==> src/rtl/adder_accumulator_pkg.sv <==
// Shared types and default sizing for the frame-summing accumulator.
package adder_accumulator_pkg;

  typedef enum logic {
    ACCUM = 1'b0,
    HOLD  = 1'b1
  } state_t;

  localparam int DEFAULT_N         = 8;
  localparam int DEFAULT_FRAME_LEN = 4;

endpackage

==> src/rtl/accum_adder.sv <==
// Combinational N-bit adder built from a chain of 1-bit full-adder cells.
module accum_adder
  import adder_accumulator_pkg::*;
#(
  parameter int N = DEFAULT_N
) (
  input  logic [N-1:0] a,
  input  logic [N-1:0] b,
  input  logic         cin,
  output logic [N-1:0] sum,
  output logic         carry
);

  // Each cell pulls its carry-in from the previous cell's block, keeping the chain explicit.
  for (genvar gi = 0; gi < N; gi++) begin : g_fa
    logic ci;
    logic co;
    if (gi == 0) begin : g_first
      assign ci = cin;
    end else begin : g_rest
      assign ci = g_fa[gi-1].co;
    end
    assign sum[gi] = a[gi] ^ b[gi] ^ ci;
    assign co      = (a[gi] & b[gi]) | (ci & (a[gi] ^ b[gi]));
  end

  assign carry = g_fa[N-1].co;

endmodule

==> src/rtl/adder_accumulator.sv <==
// Sums FRAME_LEN streamed operands per frame and presents the sum plus a sticky carry flag.
module adder_accumulator
  import adder_accumulator_pkg::*;
#(
  parameter int N         = DEFAULT_N,
  parameter int FRAME_LEN = DEFAULT_FRAME_LEN
) (
  input  logic         clk,
  input  logic         rst_n,
  input  logic         clr,
  input  logic         in_valid,
  output logic         in_ready,
  input  logic [N-1:0] in_data,
  output logic         out_valid,
  input  logic         out_ready,
  output logic [N-1:0] out_sum,
  output logic         out_ovf,
  output logic [7:0]   out_frame_cnt
);

  localparam int             CNT_W = $clog2(FRAME_LEN + 1);
  localparam logic [CNT_W-1:0] LAST  = CNT_W'(FRAME_LEN - 1);

  state_t           state, state_next;
  logic [N-1:0]     acc, acc_next;
  logic             ovf, ovf_next;
  logic [CNT_W-1:0] cnt, cnt_next;
  logic [N-1:0]     out_sum_next;
  logic             out_ovf_next;
  logic [7:0]       out_frame_cnt_next;
  logic [N-1:0]     add_sum;
  logic             add_carry;

  accum_adder #(.N(N)) u_adder (
    .a     (acc),
    .b     (in_data),
    .cin   (1'b0),
    .sum   (add_sum),
    .carry (add_carry)
  );

  // Handshake flags decode the registered state only, so in_ready never depends on out_ready.
  assign in_ready  = (state == ACCUM);
  assign out_valid = (state == HOLD);

  always_ff @(posedge clk or negedge rst_n) begin
    if (!rst_n) begin
      state         <= ACCUM;
      acc           <= '0;
      ovf           <= 1'b0;
      cnt           <= '0;
      out_sum       <= '0;
      out_ovf       <= 1'b0;
      out_frame_cnt <= 8'd0;
    end else begin
      state         <= state_next;
      acc           <= acc_next;
      ovf           <= ovf_next;
      cnt           <= cnt_next;
      out_sum       <= out_sum_next;
      out_ovf       <= out_ovf_next;
      out_frame_cnt <= out_frame_cnt_next;
    end
  end

  always_comb begin
    state_next         = state;
    acc_next           = acc;
    ovf_next           = ovf;
    cnt_next           = cnt;
    out_sum_next       = out_sum;
    out_ovf_next       = out_ovf;
    out_frame_cnt_next = out_frame_cnt;
    case (state)
      ACCUM: begin
        // clr wins over a simultaneous operand, which is dropped.
        if (clr) begin
          acc_next = '0;
          ovf_next = 1'b0;
          cnt_next = '0;
        end else if (in_valid) begin
          acc_next = add_sum;
          ovf_next = ovf | add_carry;
          cnt_next = cnt + CNT_W'(1);
          if (cnt == LAST) begin
            out_sum_next = add_sum;
            out_ovf_next = ovf | add_carry;
            state_next   = HOLD;
          end
        end
      end
      HOLD: begin
        if (out_ready) begin
          acc_next           = '0;
          ovf_next           = 1'b0;
          cnt_next           = '0;
          out_frame_cnt_next = out_frame_cnt + 8'd1;
          state_next         = ACCUM;
        end
      end
      default: state_next = ACCUM;
    endcase
  end

endmodule

==> config.mk <==
export PLATFORM = sky130hd
export DESIGN_NAME = adder_accumulator
export DESIGN_NICKNAME = d
export VERILOG_FILES = /design/src/rtl/adder_accumulator_pkg.sv /design/src/rtl/accum_adder.sv /design/src/rtl/adder_accumulator.sv
export SDC_FILE = /design/constraint.sdc
export NUM_CORES = 1
export LEC_CHECK = 0
export CORE_MARGIN = 2
export CORE_UTILIZATION = 50
export CTS_BUF_LIST = sky130_fd_sc_hd__clkbuf_8
export CTS_CLUSTER_SIZE = 24
export DETAILED_ROUTE_END_ITERATION = 8
export HOLD_SLACK_MARGIN = 0.02
export PLACE_DENSITY_LB_ADDON = 0.2
export SETUP_SLACK_MARGIN = 0.15
export SYNTH_ARGS = -nofsm -noshare
export SYNTH_HDL_FRONTEND = slang
export SYNTH_SLANG_ARGS = --single-unit
==> constraint.sdc <==
create_clock -name clk -period 4.7 [get_ports clk]
set_input_delay 0.94 -clock clk [delete_from_list [all_inputs] [get_ports clk]]
set_output_delay 0.94 -clock clk [all_outputs]
set_load 0.01 [all_outputs]
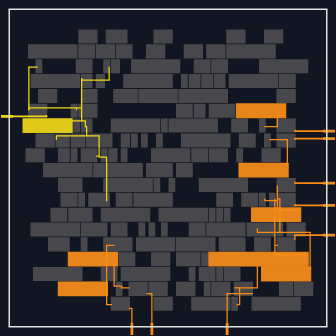
*Nets reached from selected ports, run 1*
port	colour	bits	direction	end cells	buffers	wire
out_sum	orange	8	output	8	8	147 µm
out_valid	yellow	1	output	1	1	69.4 µm

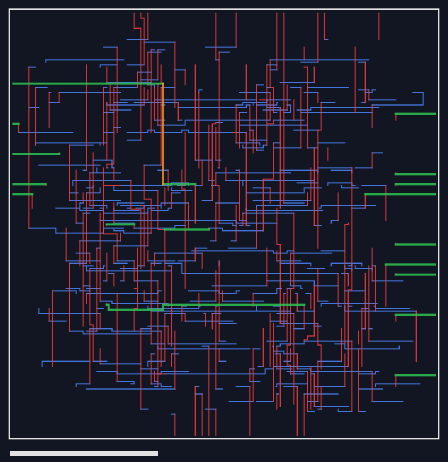
*Metal layers overlaid, run 1*
The bar under the picture is 20 µm long.
layer	colour	wire length
M2	red	1310 µm
M1	blue	1170 µm
M4	orange	13.6 µm
M3	green	129 µm

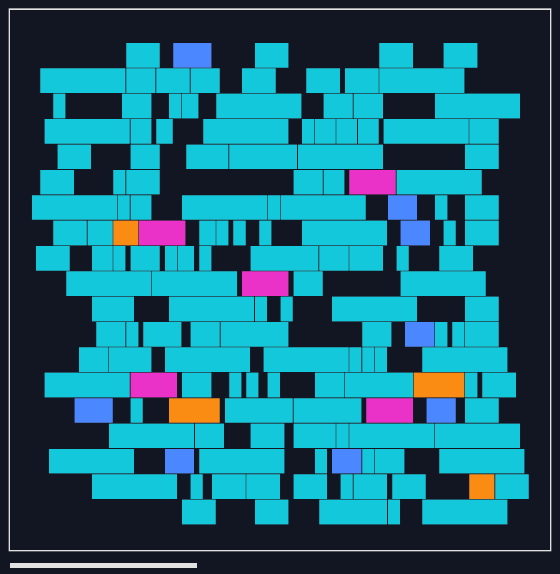
*Drive-strength map, run 1*
The bar under the picture is 20 µm long.
size	colour	cells
x2	blue	8
x3 and x4	orange	4
x1 and smaller	cyan	138
x6 and larger	magenta	5
synthesis-to-finish area growth: 27.7%
number of non-clock buffers in the layout: 33
Non-Filler Cell Area, Final: 0.00186 mm²

==> out/notes.md, run 1 <==
Route
• Met3 Routed Length: 129 µm
• Met1 Routed Length: 1170 µm
• drt pass-1 iters: 4
• average detailed-routed wire length per instance: 14.1 µm
• number of design-rule violations left by the first detailed-router iteration: 12
• Post-Route WL: 2630 µm

Logic synthesis
• Compound Share, Synth: 11.5%
• yosys cell count: 119
• Post-Synth Adder-Cell Area: 13.1%
• cell area after synthesis: 0.00145 mm²
• dominant kind of combinational cell: adder cells
• synthesis area per yosys: 0.00145 mm²
• count of mapped cells out of synthesis: 119
• share of the yosys chip area belonging to registers: 51.7%
• average instance area after synthesis: 12.2 µm²

Global route
• met2 track demand over resource: 26.8%
• vias in the first global route: 1007
• GR peak layer: met2
• maximum number of pins on one net before global-route repair: 31
• met1 global-route usage: 25.6%

Layout
• share of cells above drive strength 1: 11.0%
• count of inserted antenna diode cells: 0
• Total Nets Final: 179
• non-filler cells in the finished layout: 186
• largest registers: acc x8, out_frame_cnt x8, out_sum x8
• post-layout utilization of the core: 67.3%

Setup path
• Worst Reg-to-Reg Cells: 14
• Critical Path Start Type: input port
• cell type with the highest occurrence count on the critical path: fa_1
• Setup CP Type: input port to flop
• stages on the worst setup path: 15
• Critical Path Sink Type: flop
• Worst Setup SP: in_data[0]
• sum of buffers and inverters on the critical path: 5
• worst stage delay on the critical path: 0.47 ns
• list of cells traversed by the critical path: clkdlybuf4s50_1 -> ha_1 -> inv_1 -> fa_1 -> fa_1 -> fa_1 -> fa_1 -> inv_1 -> fa_1 -> inv_1 -> fa_1 -> fa_1 -> inv_1 -> a21oi_1 -> o32ai_1
• slowest library cell on the worst path: clkdlybuf4s50_1
• CP delay by family, top: adder cells
• capture point of the worst reg-to-reg path: ovf

Timing
• final max-slew violation count: 0
• worst hold margin: 0.475 ns
• timing-limited maximum frequency: 0.230 GHz
• fin crit period: 4.36 ns
• RSZ-0062 raised after global routing: no
• post-layout period usage of the worst path: 92.7%

Min path
• HP Start: out_sum[6]
• worst hold path type: flop to flop
• worst min-delay path endpoint: out_sum[6]
• Hold Crit Depth: 2

Run status
• outcome: finished, final reports clean

Power
• total power: 663 µW
• total power density per cell area: 357 mW/mm²

Flow run
• number of warning messages in the logs: 26

Floorplanning
• number of I/O pins: 32
• core area: 0.00276 mm²
• Vert. Die Dim: 57.9 µm

CTS
• number of buffers created by CTS: 5
• clk slew on worst S/H paths: 0.06 ns
• Bufs on Longest Clock Path: 2

Placed design
• area of placed instances: 0.00178 mm²
• Routability Congestion: 0.785

## run 1: layout make-up
type	instances	area (µm²)
fillers	233	902
flip-flops and latches	30	751
multi-input cells	66	593
repair buffers	33	325
inverters	19	71.3
clock buffers	5	68.8
well taps	31	38.8
clock inverters	2	7.51
## run 1: cells in the mapped netlist, drive strengths merged, types with 2 or more instances
library cell	instances	area, µm²
dfrtp	30	751
inv	19	71.3
nand2	11	41.3
fa	7	140
o21ai	7	57.6
o2bb2ai	7	61.3
xnor2	7	61.3
buf	4	37.5
ha	4	50.1
mux2	4	52.6
a22o	3	26.3
nand4	3	18.8
and3	2	12.5
nand3	2	10.0
nor2	2	7.51
## run 1: where the power goes
part | switching, µW | internal (µW)
combinational | 74.2 | 90.6
clock | 85.2 | 97.2
sequential | 24.4 | 292
### Sequential cells grouped by signal name, run 1

The bar under the picture is 20 µm long. Other sequential cells in the stronger grey, the rest of the logic in the fainter grey.
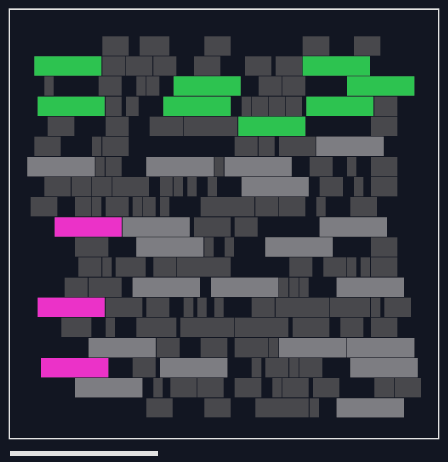

==> run 1 -> run 2 <==
CORE_UTILIZATION = 52   (was 50)
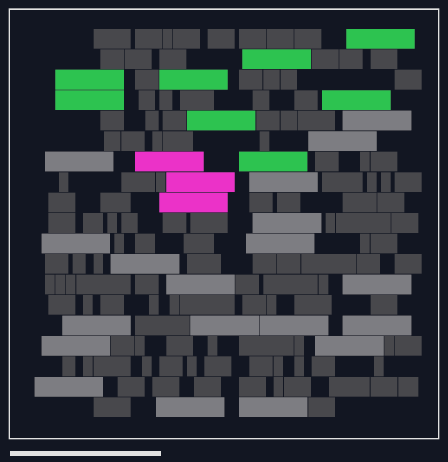
*Sequential cells grouped by signal name, run 2*
The bar under the picture is 20 µm long. Other sequential cells in the stronger grey, the rest of the logic in the fainter grey.
name in the netlist	colour	placed flops
out_frame_cnt	green	8
cnt	magenta	3
not coloured	19

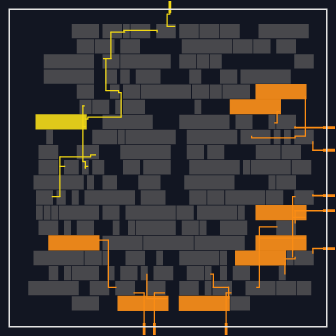
*Nets reached from selected ports, run 2*
port	colour	bits	direction	end cells	buffers	wire
out_valid	yellow	1	output	1	1	69.1 µm
out_sum	orange	8	output	8	8	132 µm
number of I/O pins: 32
Port Buf Inserts: 31

==> out/notes.md, run 2 <==
Layout
• Non-Filler Cell Area, Final: 0.00186 mm², +0.34%
• count of inserted antenna diode cells: 0, unchanged
• non-filler cells in the finished layout: 185, -0.54%
• Total Nets Final: 179, unchanged
• MI comb area: 593 µm², unchanged
• share of cells above drive strength 1: 11.7%, +0.72 points
• number of inverters outside the clock class in the layout: 19, unchanged
• multi-input gates: 66, unchanged
• sequential portion of the cell area: 40.3%, -0.14 points
• number of non-clock buffers in the layout: 33, unchanged
• clk cell area share: 4.44%, +0.32 points
• combinational share of cell area: 31.9%, -0.11 points
• synthesis-to-finish area growth: 28.2%
• cell class with the largest area share: flip-flops and latches
• sequential cell area in the final layout: 751 µm², unchanged
• number of fill cells: 228, -2.1%
• post-layout utilization of the core: 68.7%, +1.4 points
• Clock Buffer Count: 6, +1
• buffering overhead: 17.5%, -0.059 points

Logic synthesis
• dominant cell by count in the synthesized netlist: dfrtp_1
• average instance area after synthesis: 12.2 µm², unchanged
• synthesis warning total: 0
• yosys cell count: 119, unchanged
• dominant kind of combinational cell: adder cells
• library cell occupying the most area in the post-synthesis netlist: dfrtp_1
• Post-Synth Adder-Cell Area: 13.1%, unchanged
• Top-area cell share: 51.7%, unchanged
• share of the yosys chip area belonging to registers: 51.7%, unchanged
• most frequent cells after synthesis: 30 x dfrtp_1, 19 x inv_1, 11 x nand2_1
• count of mapped cells out of synthesis: 119, unchanged
• main area contributors: dfrtp_1 52%, fa_1 9.6%, inv_1 4.9%
• Compound Share, Synth: 11.5%, unchanged
• cell area after synthesis: 0.00145 mm², unchanged
• synthesis area per yosys: 0.00145 mm², unchanged
• distinct lib cells: 25

Route
• Met1 Routed Length: 1090 µm, -7.6%
• post-route ant nets: 0
• total met2 wirelength after detailed routing: 1120 µm
• Met3 Routed Length: 156 µm, +21%
• drt pass-1 iters: 4, unchanged
• average detailed-routed wire length per instance: 13.1 µm, -7.5%
• Post-Route WL: 2420 µm, -8.0%
• number of design-rule violations left by the first detailed-router iteration: 10, -2

Floorplanning
• core area: 0.00271 mm², -1.7%
• tapcell count: 31, unchanged
• Vert. Die Dim: 56.9 µm, -1.8%

Min path
• Hold Crit Depth: 1, -1
• worst min-delay path endpoint: out_frame_cnt[7]
• worst hold path type: flop to flop

Setup path
• Critical Path Sink Type: flop
• RR Startpoint: acc[0]
• CP delay by family, top: adder cells
• worst stage delay on the critical path: 0.46 ns, about the same
• sum of buffers and inverters on the critical path: 5, unchanged
• Critical Path Start Type: input port
• list of cells traversed by the critical path: clkdlybuf4s50_1 -> ha_1 -> inv_1 -> fa_1 -> fa_1 -> fa_1 -> fa_1 -> inv_1 -> fa_1 -> inv_1 -> fa_1 -> fa_1 -> inv_1 -> a21oi_1 -> o32ai_1
• Setup CP Type: input port to flop
• capture point of the worst reg-to-reg path: ovf
• cell type with the highest occurrence count on the critical path: fa_1
• slowest library cell on the worst path: clkdlybuf4s50_1
• Worst Reg-to-Reg Cells: 14, unchanged

Global route
• met2 track demand over resource: 25.2%, -1.5 points
• met1 global-route usage: 24.3%, -1.3 points
• GR peak layer: met2
• maximum number of pins on one net before global-route repair: 31, unchanged
• vias in the first global route: 946, -6.1%

Timing
• RSZ-0062 raised after global routing: no
• final max-slew violation count: 0, unchanged
• post-layout period usage of the worst path: 90.4%, -2.3 points
• fin crit period: 4.25 ns, -0.108 ns
• timing-limited maximum frequency: 0.235 GHz, +2.5%
• worst hold margin: 0.472 ns, -0.00281 ns

Placed design
• Routability Congestion: 0.773, -1.5%
• area of placed instances: 0.00178 mm², unchanged

Flow run
• number of warning messages in the logs: 26, unchanged

CTS
• Bufs on Longest Clock Path: 2, unchanged
• clk slew on worst S/H paths: 0.05 ns, about the same

Power
• total power: 674 µW, +1.7%
• total power density per cell area: 362 mW/mm², +1.3%

Run status
• outcome: finished, final reports clean

==> run 2: netlist changes by cell type in the layout (fill, tap and decap cells not counted), sizes merged <==
| cell | change |
|---|---|
| inv | -2 |
| clkbuf | +1 |
==> run 2: how the worst max path moves through the flow <==
stage / start / endpoint / slack, ns / cells past startpoint
6_report: in_data[0] / ovf / 0.45 / 15
3_5_place_dp: in_data[0] / ovf / 0.13 / 15
4_1_cts: in_data[0] / ovf / 0.43 / 15
3_3_place_gp: in_data[0] / ovf / 0.19 / 15
5_1_grt: in_data[0] / ovf / 0.23 / 15
2_1_floorplan: in_data[0] / ovf / 0.73 / 14
==> run 2: power breakdown <==
part / switching, µW / internal [µW] / leakage [µW]
clock network: 86.5 / 112 / 0.0000431
logic: 70.8 / 89.8 / 0.000401
registers: 22.9 / 292 / 0.000407
### Metal layers overlaid, run 2

The bar under the picture is 20 µm long.
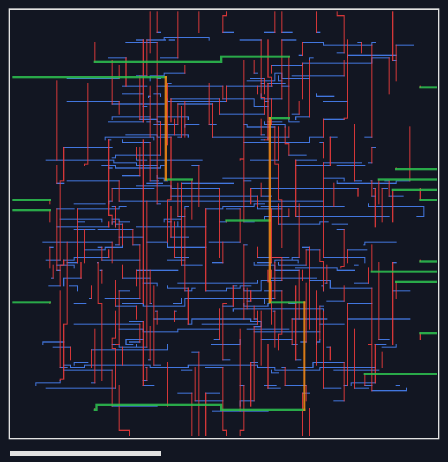

==> run 2 -> run 3 <==
SETUP_SLACK_MARGIN = 0.4   (was 0.15)
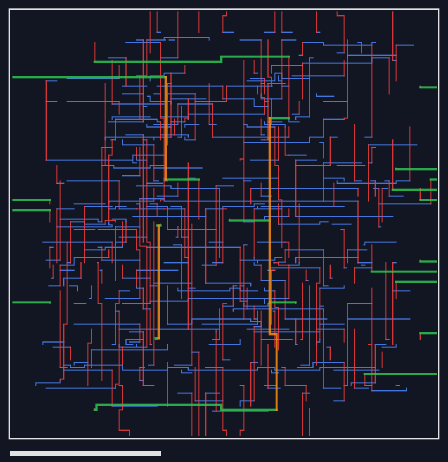
*Metal layers overlaid, run 3*
The bar under the picture is 20 µm long.
layer	colour	wire length
M1	blue	1090 µm
M2	red	1180 µm
M4	orange	68.2 µm
M3	green	146 µm
average detailed-routed wire length per instance: 13.4 µm
Total Routing Usage GR: 18.4%
detailed-route via count: 965
Post-Route WL: 2480 µm

==> out/notes.md, run 3 <==
Run status
• outcome: finished, final reports clean

Logic synthesis
• distinct lib cells: 25, unchanged
• cell area after synthesis: 0.00145 mm², unchanged
• most frequent cells after synthesis: 30 x dfrtp_1, 19 x inv_1, 11 x nand2_1
• Top-area cell share: 51.7%, unchanged
• synthesis area per yosys: 0.00145 mm², unchanged
• synthesis warning total: 0, unchanged
• flip-flops with a built-in enable: 0
• Post-Synth Adder-Cell Area: 13.1%, unchanged
• main area contributors: dfrtp_1 52%, fa_1 9.6%, inv_1 4.9%
• share of the yosys chip area belonging to registers: 51.7%, unchanged
• yosys cell count: 119, unchanged
• dominant cell by count in the synthesized netlist: dfrtp_1
• count of mapped cells out of synthesis: 119, unchanged
• library cell occupying the most area in the post-synthesis netlist: dfrtp_1

Layout
• count of inserted antenna diode cells: 0, unchanged
• Total Nets Final: 179, unchanged
• synthesis-to-finish area growth: 28.9%
• MI comb area: 603 µm², +1.7%
• share of cells above drive strength 1: 14.9%, +3.2 points
• Non-Filler Cell Area, Final: 0.00187 mm², +0.54%
• non-filler cells in the finished layout: 185, unchanged

Route
• total met2 wirelength after detailed routing: 1180 µm, +4.9%
• number of design-rule violations left by the first detailed-router iteration: 19, +9
• Met3 Routed Length: 146 µm, -6.4%
• drt pass-1 iters: 4, unchanged
• Met1 Routed Length: 1090 µm, +0.28%

Setup path
• Worst Reg-to-Reg Cells: 14, unchanged
• Critical Path Sink Type: flop
• cell type with the highest occurrence count on the critical path: fa_2
• Critical Path Start Type: input port
• RR Startpoint: acc[0]
• Setup CP Type: input port to flop
• endpoint of the most critical setup path: ovf
• list of cells traversed by the critical path: clkdlybuf4s50_1 -> ha_1 -> inv_1 -> fa_2 -> fa_2 -> fa_2 -> fa_1 -> inv_2 -> fa_1 -> inv_1 -> fa_2 -> fa_1 -> inv_1 -> a21oi_1 -> o32ai_1
• slowest library cell on the worst path: clkdlybuf4s50_1
• capture point of the worst reg-to-reg path: ovf
• Worst Setup SP: in_data[0]

Min path
• worst hold path type: flop to flop
• Hold Crit Depth: 1, unchanged
• worst min-delay path endpoint: out_frame_cnt[7]

Power
• net switching share of the total power: 26.8%, +0.11 points
• total net switching power: 182 µW, +1.1%
• total power: 679 µW, +0.69%
• total power density per cell area: 363 mW/mm², +0.15%
• Clk pwr share: 29.3%, -0.2 points
• internal cell power: 497 µW, +0.54%
• power share of the sequential group: 46.4%, -0.3 points
• Gate power share: 24.3%, +0.5 points

Placed design
• area of placed instances: 0.00178 mm², unchanged
• Routability Congestion: 0.773, unchanged
• Port Buf Inserts: 31, unchanged

Timing
• worst hold margin: 0.472 ns, -0.00000800 ns
• final max-slew violation count: 0, unchanged
• fin crit period: 4.13 ns, -0.117 ns
• worst setup margin: 0.569 ns
• post-layout period usage of the worst path: 87.9%, -2.5 points
• timing-limited maximum frequency: 0.242 GHz, +2.8%

Global route
• GR peak layer: met2
• met2 track demand over resource: 25.2%, unchanged
• maximum number of pins on one net before global-route repair: 31, unchanged
• met1 global-route usage: 24.3%, unchanged

Floorplanning
• number of I/O pins: 32, unchanged
• core area: 0.00271 mm², unchanged
• Vert. Die Dim: 56.9 µm, unchanged

Flow run
• MaxCap Viol Count: 0
• number of warning messages in the logs: 26, unchanged

CTS
• Bufs on Longest Clock Path: 2, unchanged

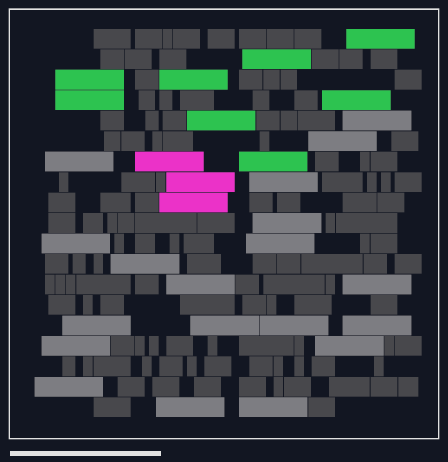
*Sequential cells grouped by signal name, run 3*
The bar under the picture is 20 µm long. Other sequential cells in the stronger grey, the rest of the logic in the fainter grey.
name in the netlist	colour	placed flops
cnt	magenta	3
out_frame_cnt	green	8
not coloured	19
sequential power: 315 µW
sequential cell area in the final layout: 751 µm²
post-layout utilization of the core: 69.1%
sequential portion of the cell area: 40.1%

-- run 3: cell counts after synthesis --
Identical to the previous run, type by type.
-- run 3: critical path: cells and delay by family --
| family | cells | cell delay, ns |
|---|---|---|
| fa+ha+maj | 8 | 2.37 |
| compound gates | 2 | 0.30 |
| buf+inv | 5 | 0.70 |
-- run 3: final cells by class --
class / instances / share of cell area, %
multi-input cells: 66 / 32.2
well taps: 31 / 2.07
clock buffers: 6 / 4.41
inverters: 19 / 3.81
repair buffers: 33 / 17.4
flip-flops and latches: 30 / 40.1
-- run 3: power by group through the flow --
stage               combinational (µW)  clock, µW  sequential, µW
finish                             165        199             315
global route                       187        217             320
CTS                                164        208             315
detailed placement                 163          0             319
global placement                   160          0             317
floorplan                         77.5          0             326
Power is estimated from default activity; no workload was simulated.
